### config.mk
export PLATFORM = sky130hd
export DESIGN_NAME = dcache_controller
export DESIGN_NICKNAME = d
export VERILOG_FILES = /design/src/rtl/dcache_controller.sv
export SDC_FILE = /design/constraint.sdc
export NUM_CORES = 1
export LEC_CHECK = 0
export CAP_MARGIN = 30
export CORE_ASPECT_RATIO = 1.75
export CORE_UTILIZATION = 25
export CTS_CLUSTER_SIZE = 10
export DETAILED_ROUTE_END_ITERATION = 8
export PLACE_DENSITY = 0.52
export SLEW_MARGIN = 20
export SYNTH_ARGS = -nofsm -noshare
export SYNTH_HDL_FRONTEND = slang
export SYNTH_SLANG_ARGS = --single-unit
### constraint.sdc
create_clock -name CLK -period 4 [get_ports CLK]
set_input_delay 0.6 -clock CLK [delete_from_list [all_inputs] [get_ports CLK]]
set_output_delay 0.6 -clock CLK [all_outputs]
set_load 0.03 [all_outputs]
### src/rtl/dcache_controller.sv
// Direct-mapped, write-back, write-allocate data cache with a three-state miss sequencer.
// Hits resolve in IDLE with zero stall; misses optionally write back the victim, then fetch.
module dcache_controller #(
  parameter int NUM_BLOCKS  = 8,
  parameter int BLOCK_BYTES = 4,
  parameter int ADDR_W      = 8
) (
  input  logic                CLK,
  input  logic                RESET,
  input  logic                READ,
  input  logic                WRITE,
  input  logic [ADDR_W-1:0]   ADDRESS,
  input  logic [7:0]          WRITEDATA,
  output logic [7:0]          READDATA,
  output logic                BUSYWAIT,
  output logic                MEM_READ,
  output logic                MEM_WRITE,
  output logic [ADDR_W-3:0]   MEM_ADDRESS,
  output logic [31:0]         MEM_WRITEDATA,
  input  logic [31:0]         MEM_READDATA,
  input  logic                MEM_BUSYWAIT
);
  localparam int OW = $clog2(BLOCK_BYTES);
  localparam int IW = $clog2(NUM_BLOCKS);
  localparam int TW = ADDR_W - OW - IW;

  typedef enum logic [1:0] {IDLE, WRITEBACK, FETCH} state_t;

  state_t state, nxt;

  logic [NUM_BLOCKS-1:0]                       valid, dirty;
  logic [NUM_BLOCKS-1:0][TW-1:0]               tags;
  logic [NUM_BLOCKS-1:0][BLOCK_BYTES-1:0][7:0] data;
  logic [7:0]                                  rdata_q;

  logic [OW-1:0] offset;
  logic [IW-1:0] idx;
  logic [TW-1:0] atag;
  logic          req, hit, rd_hit, wr_hit, fill, wb_done;

  assign offset = ADDRESS[OW-1:0];
  assign idx    = ADDRESS[OW +: IW];
  assign atag   = ADDRESS[ADDR_W-1 -: TW];
  assign req    = READ | WRITE;
  assign hit    = valid[idx] && (tags[idx] == atag);
  assign rd_hit = (state == IDLE) && READ  && hit;
  assign wr_hit = (state == IDLE) && WRITE && hit;

  // Read hits are served combinationally; otherwise the last read byte is held.
  assign READDATA = rd_hit ? data[idx][offset] : rdata_q;

  always_comb begin
    nxt           = state;
    BUSYWAIT      = 1'b0;
    MEM_READ      = 1'b0;
    MEM_WRITE     = 1'b0;
    MEM_ADDRESS   = '0;
    MEM_WRITEDATA = '0;
    fill          = 1'b0;
    wb_done       = 1'b0;
    case (state)
      IDLE: begin
        if (req && !hit) begin
          // gated by RESET so the stall drops while reset is held with a request pending
          BUSYWAIT = RESET;
          nxt      = (valid[idx] && dirty[idx]) ? WRITEBACK : FETCH;
        end
      end
      WRITEBACK: begin
        MEM_WRITE     = 1'b1;
        MEM_ADDRESS   = {tags[idx], idx};
        MEM_WRITEDATA = data[idx];
        BUSYWAIT      = 1'b1;
        if (!MEM_BUSYWAIT) begin
          nxt     = FETCH;
          wb_done = 1'b1;
        end
      end
      FETCH: begin
        if (!req) begin
          nxt = IDLE;
        end else begin
          MEM_READ    = 1'b1;
          MEM_ADDRESS = {atag, idx};
          BUSYWAIT    = 1'b1;
          if (!MEM_BUSYWAIT) begin
            nxt  = IDLE;
            fill = 1'b1;
          end
        end
      end
      default: nxt = IDLE;
    endcase
  end

  always_ff @(posedge CLK or negedge RESET) begin
    if (!RESET) begin
      state   <= IDLE;
      valid   <= '0;
      dirty   <= '0;
      rdata_q <= '0;
    end else begin
      state <= nxt;
      if (rd_hit)  rdata_q    <= data[idx][offset];
      if (wr_hit)  dirty[idx] <= 1'b1;
      if (wb_done) dirty[idx] <= 1'b0;
      if (fill) begin
        valid[idx] <= 1'b1;
        dirty[idx] <= 1'b0;
      end
    end
  end

  // Payload storage needs no reset; valid bits gate every use of it.
  always_ff @(posedge CLK) begin
    if (wr_hit) data[idx][offset] <= WRITEDATA;
    if (fill) begin
      data[idx] <= MEM_READDATA;
      tags[idx] <= atag;
    end
  end
endmodule

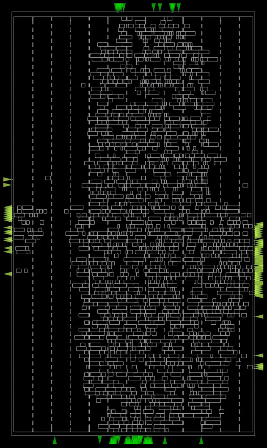
Figure 1: cell placement.
non-filler instance count after layout: 2165
total number of placement rows: 112
core footprint: 0.0535 mm^2
Tap Cells: 684

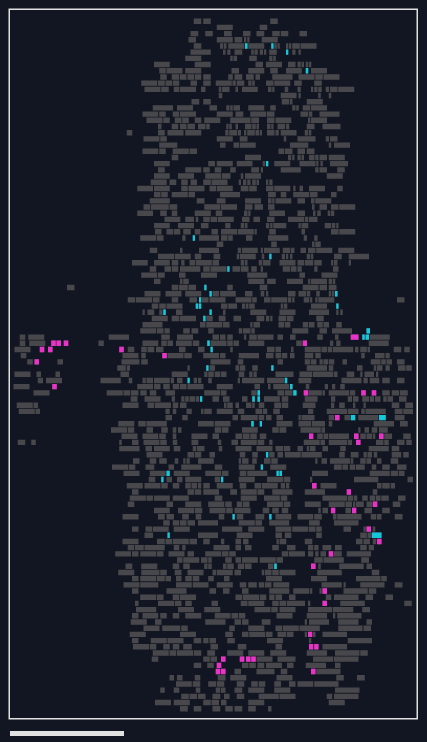
Figure 2: selected gate families.
Bar = 50 um.
| family | colour | cells | most used |
|---|---|---|---|
| and/or cells | magenta | 41 | and3_1 |
| nand cells | cyan | 49 | nand2_1 |

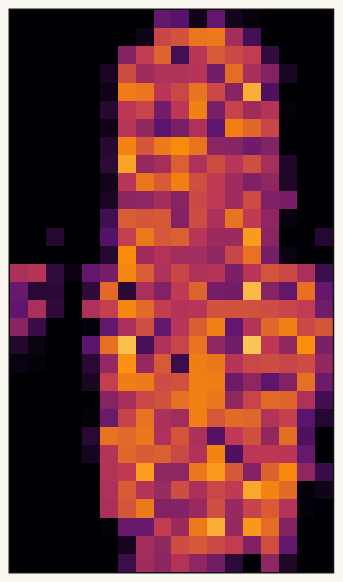
Figure 3: local utilization.
18 x 31 tiles, from black (low) to pale yellow (high), 0 to 100% covered.
nearly empty tiles: 34%
emptiest ninth of the die: north-west
fullest tile: 87%
mean over tiles: 30%
tiles over 75% full: 2.3%

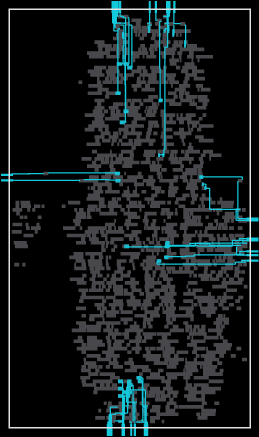
Figure 4: nets reached from selected ports.
| port | colour | bits | direction | edge | end cells | buffers | wire |
|---|---|---|---|---|---|---|---|
| MEM_READDATA | cyan | 32 | input | 12 north, 11 south, 7 east, 2 west | 40 | 32 | 1740 um |

==> metal layers <==
layer | vias up | wire length, um | track usage, %
li1 | 5473 | - | -
met1 | 6069 | 21600 | 24.2
met2 | 690 | 28700 | 35.6
met3 | 196 | 4360 | 3.32
met4 | 0 | 4610 | 14.7
met5 | - | 0 | 0
==> cell usage after synthesis, drive strengths merged, types with 2 or more instances <==
cell | count | area, um^2
a211oi | 3 | 22.5
nand3 | 4 | 20.0
edfxtp | 24 | 721
a32o | 16 | 160
o22ai | 9 | 56.3
a32oi | 8 | 70.1
buf | 24 | 124
mux4 | 15 | 338
a22oi | 24 | 180
mux2i | 34 | 340
a31oi | 13 | 81.3
a21oi | 101 | 505
or2 | 10 | 62.6
nand2 | 42 | 158
and2 | 13 | 81.3
dfxtp | 256 | 5120
nor2b | 33 | 206
mux2 | 24 | 270
ha | 4 | 50.1
nor2 | 117 | 439
a221o | 78 | 781
o21ai | 32 | 190
dfrtp | 26 | 651
or3 | 4 | 25.0
a22o | 145 | 1270
clkbuf | 81 | 304
o21a | 2 | 15.0
o2bb2ai | 64 | 561
clkinv | 3 | 11.3
nor4 | 2 | 42.5
a221oi | 39 | 342
and3 | 13 | 81.3
inv | 6 | 22.5
nor3 | 18 | 185
==> sequential cells by signal, summed over array words and instances (netlist names) <==
signal / cells
data: 256
tags: 24
rdata_q: 8
dirty: 8
valid: 8
state: 2
==> cell families (layout without fill, tap and decap cells) <==
family / count (synthesis) / in the layout / synth area share, %
simple gates: 261 / 261 / 9.88
mux: 73 / 73 / 6.96
flops: 306 / 306 / 47.7
compound gates: 543 / 543 / 31.8
fa+ha+maj: 4 / 4 / 0.367
buf+inv: 114 / 294 / 3.39
==> COMMIT_EDITMSG <==
Update PnR metrics after Yosys + OpenROAD run

* Minimum setup slack after placement: -0.0445 ns
- When the netlist entered floorplanning its net count stood at 1358.
- Finished Cell Area: 0.0174 mm^2
* Setup violation total in the final timing report: 0
- Final hold analysis gives a worst-case slack of 0.462 ns.
* WS Path Type: in -> out
- Required @ worst endpoint: 3.40 ns
- Clock power frac: 26.8%
- The finished layout reports a core utilization of 32.6%.
* Total cell area at the placement stage: 0.0164 mm^2
* Number of clock buffers inserted by TritonCTS: 36
- Average wire per standard cell: 27.4 um
- Psw: 3600 uW
- Combinational cells consume a total of 3260 uW.
- Post-synthesis to final-layout area growth: 27.9%
- Most numerous logic cells after layout: dfxtp_1 (256), a22o_1 (145), buf_4 (137)
* Library cells used by synthesis: 56
- Slack of the worst reg-to-reg path: 0.97 ns
* Number of inverters outside the clock class in the layout: 9
- The dominant power group in this design is sequential cells.
- Combinational logic is responsible for 29.2% of the overall power.
* CTS Buffer Depth: 3
- Global-route total usage across every layer: 21.2%
- Final clock skew: 0.0206 ns
- Crit path time final: 3.89 ns
- The power report puts the leakage power at 0.00673 uW.
- Summed over all sequential cells, the power is 4920 uW.
- Setup WS post-layout: 0.108 ns
- The first global-routing pass estimated 85.7 mm of wire.
* PostCTS Resize Cnt: 3
- TritonCTS built the clock tree.
- The detailed router finished its first iteration with 1096 violations.
- During placement, the flow inserted port buffers numbering 101.
* Number of OpenROAD warnings: 29
- Comb area share: 38.7%
- Relative slew slack: 30.0%
- In the final layout, the clock buffer count is 47.
- The critical path contains buffers and inverters numbering 5 combined.
- Post-CTS Setup Inserts: 0
- DRT antenna net count: 0
* PD cells: 641 mW/mm^2
* Most common cell after layout, fill and taps aside: dfxtp_1
* Setup repair after global routing missed its margin: false
- Asr flop ratio synth: 8.50%
* Largest net degree at the start of global routing: 39
- Via total after detailed routing: 12400
* Multi-Input Combinational: 881
* Via count of the first global-routing pass: 12400
* Max-capacitance violation count: 0
- Worst setup path end: READDATA[7]
- Post-Synthesis Cells: 1301
- The worst setup path is captured at an output pin.
- Note, the detailed placer reported a final HPWL of 42.4 mm.
- Arrival time of the worst setup path: 3.29 ns
- Per report_power, the Clock row totals 3000 uW.
- Per the power-grid run, VDD falls by no more than 0.265 mV.
- Outcome: complete, no violations
- The completed layout was analyzed and its total power is 11200 uW.
* Logic area: 0.00676 mm^2
- Reg2Reg Capture Point: data[225]$_DFF_P_
- TritonRoute reported its final design rule violation total as 0.
- STA reports the tightest min-delay check as being of type reg -> reg.
* Internal Pwr Total: 7580 uW
- Of the total power, the share spent switching nets is 32.2%.
- The layout report lists the combined flip-flop and latch area as 0.00650 mm^2.
Power figures rest on the tool's default switching activity, not on a simulated workload.
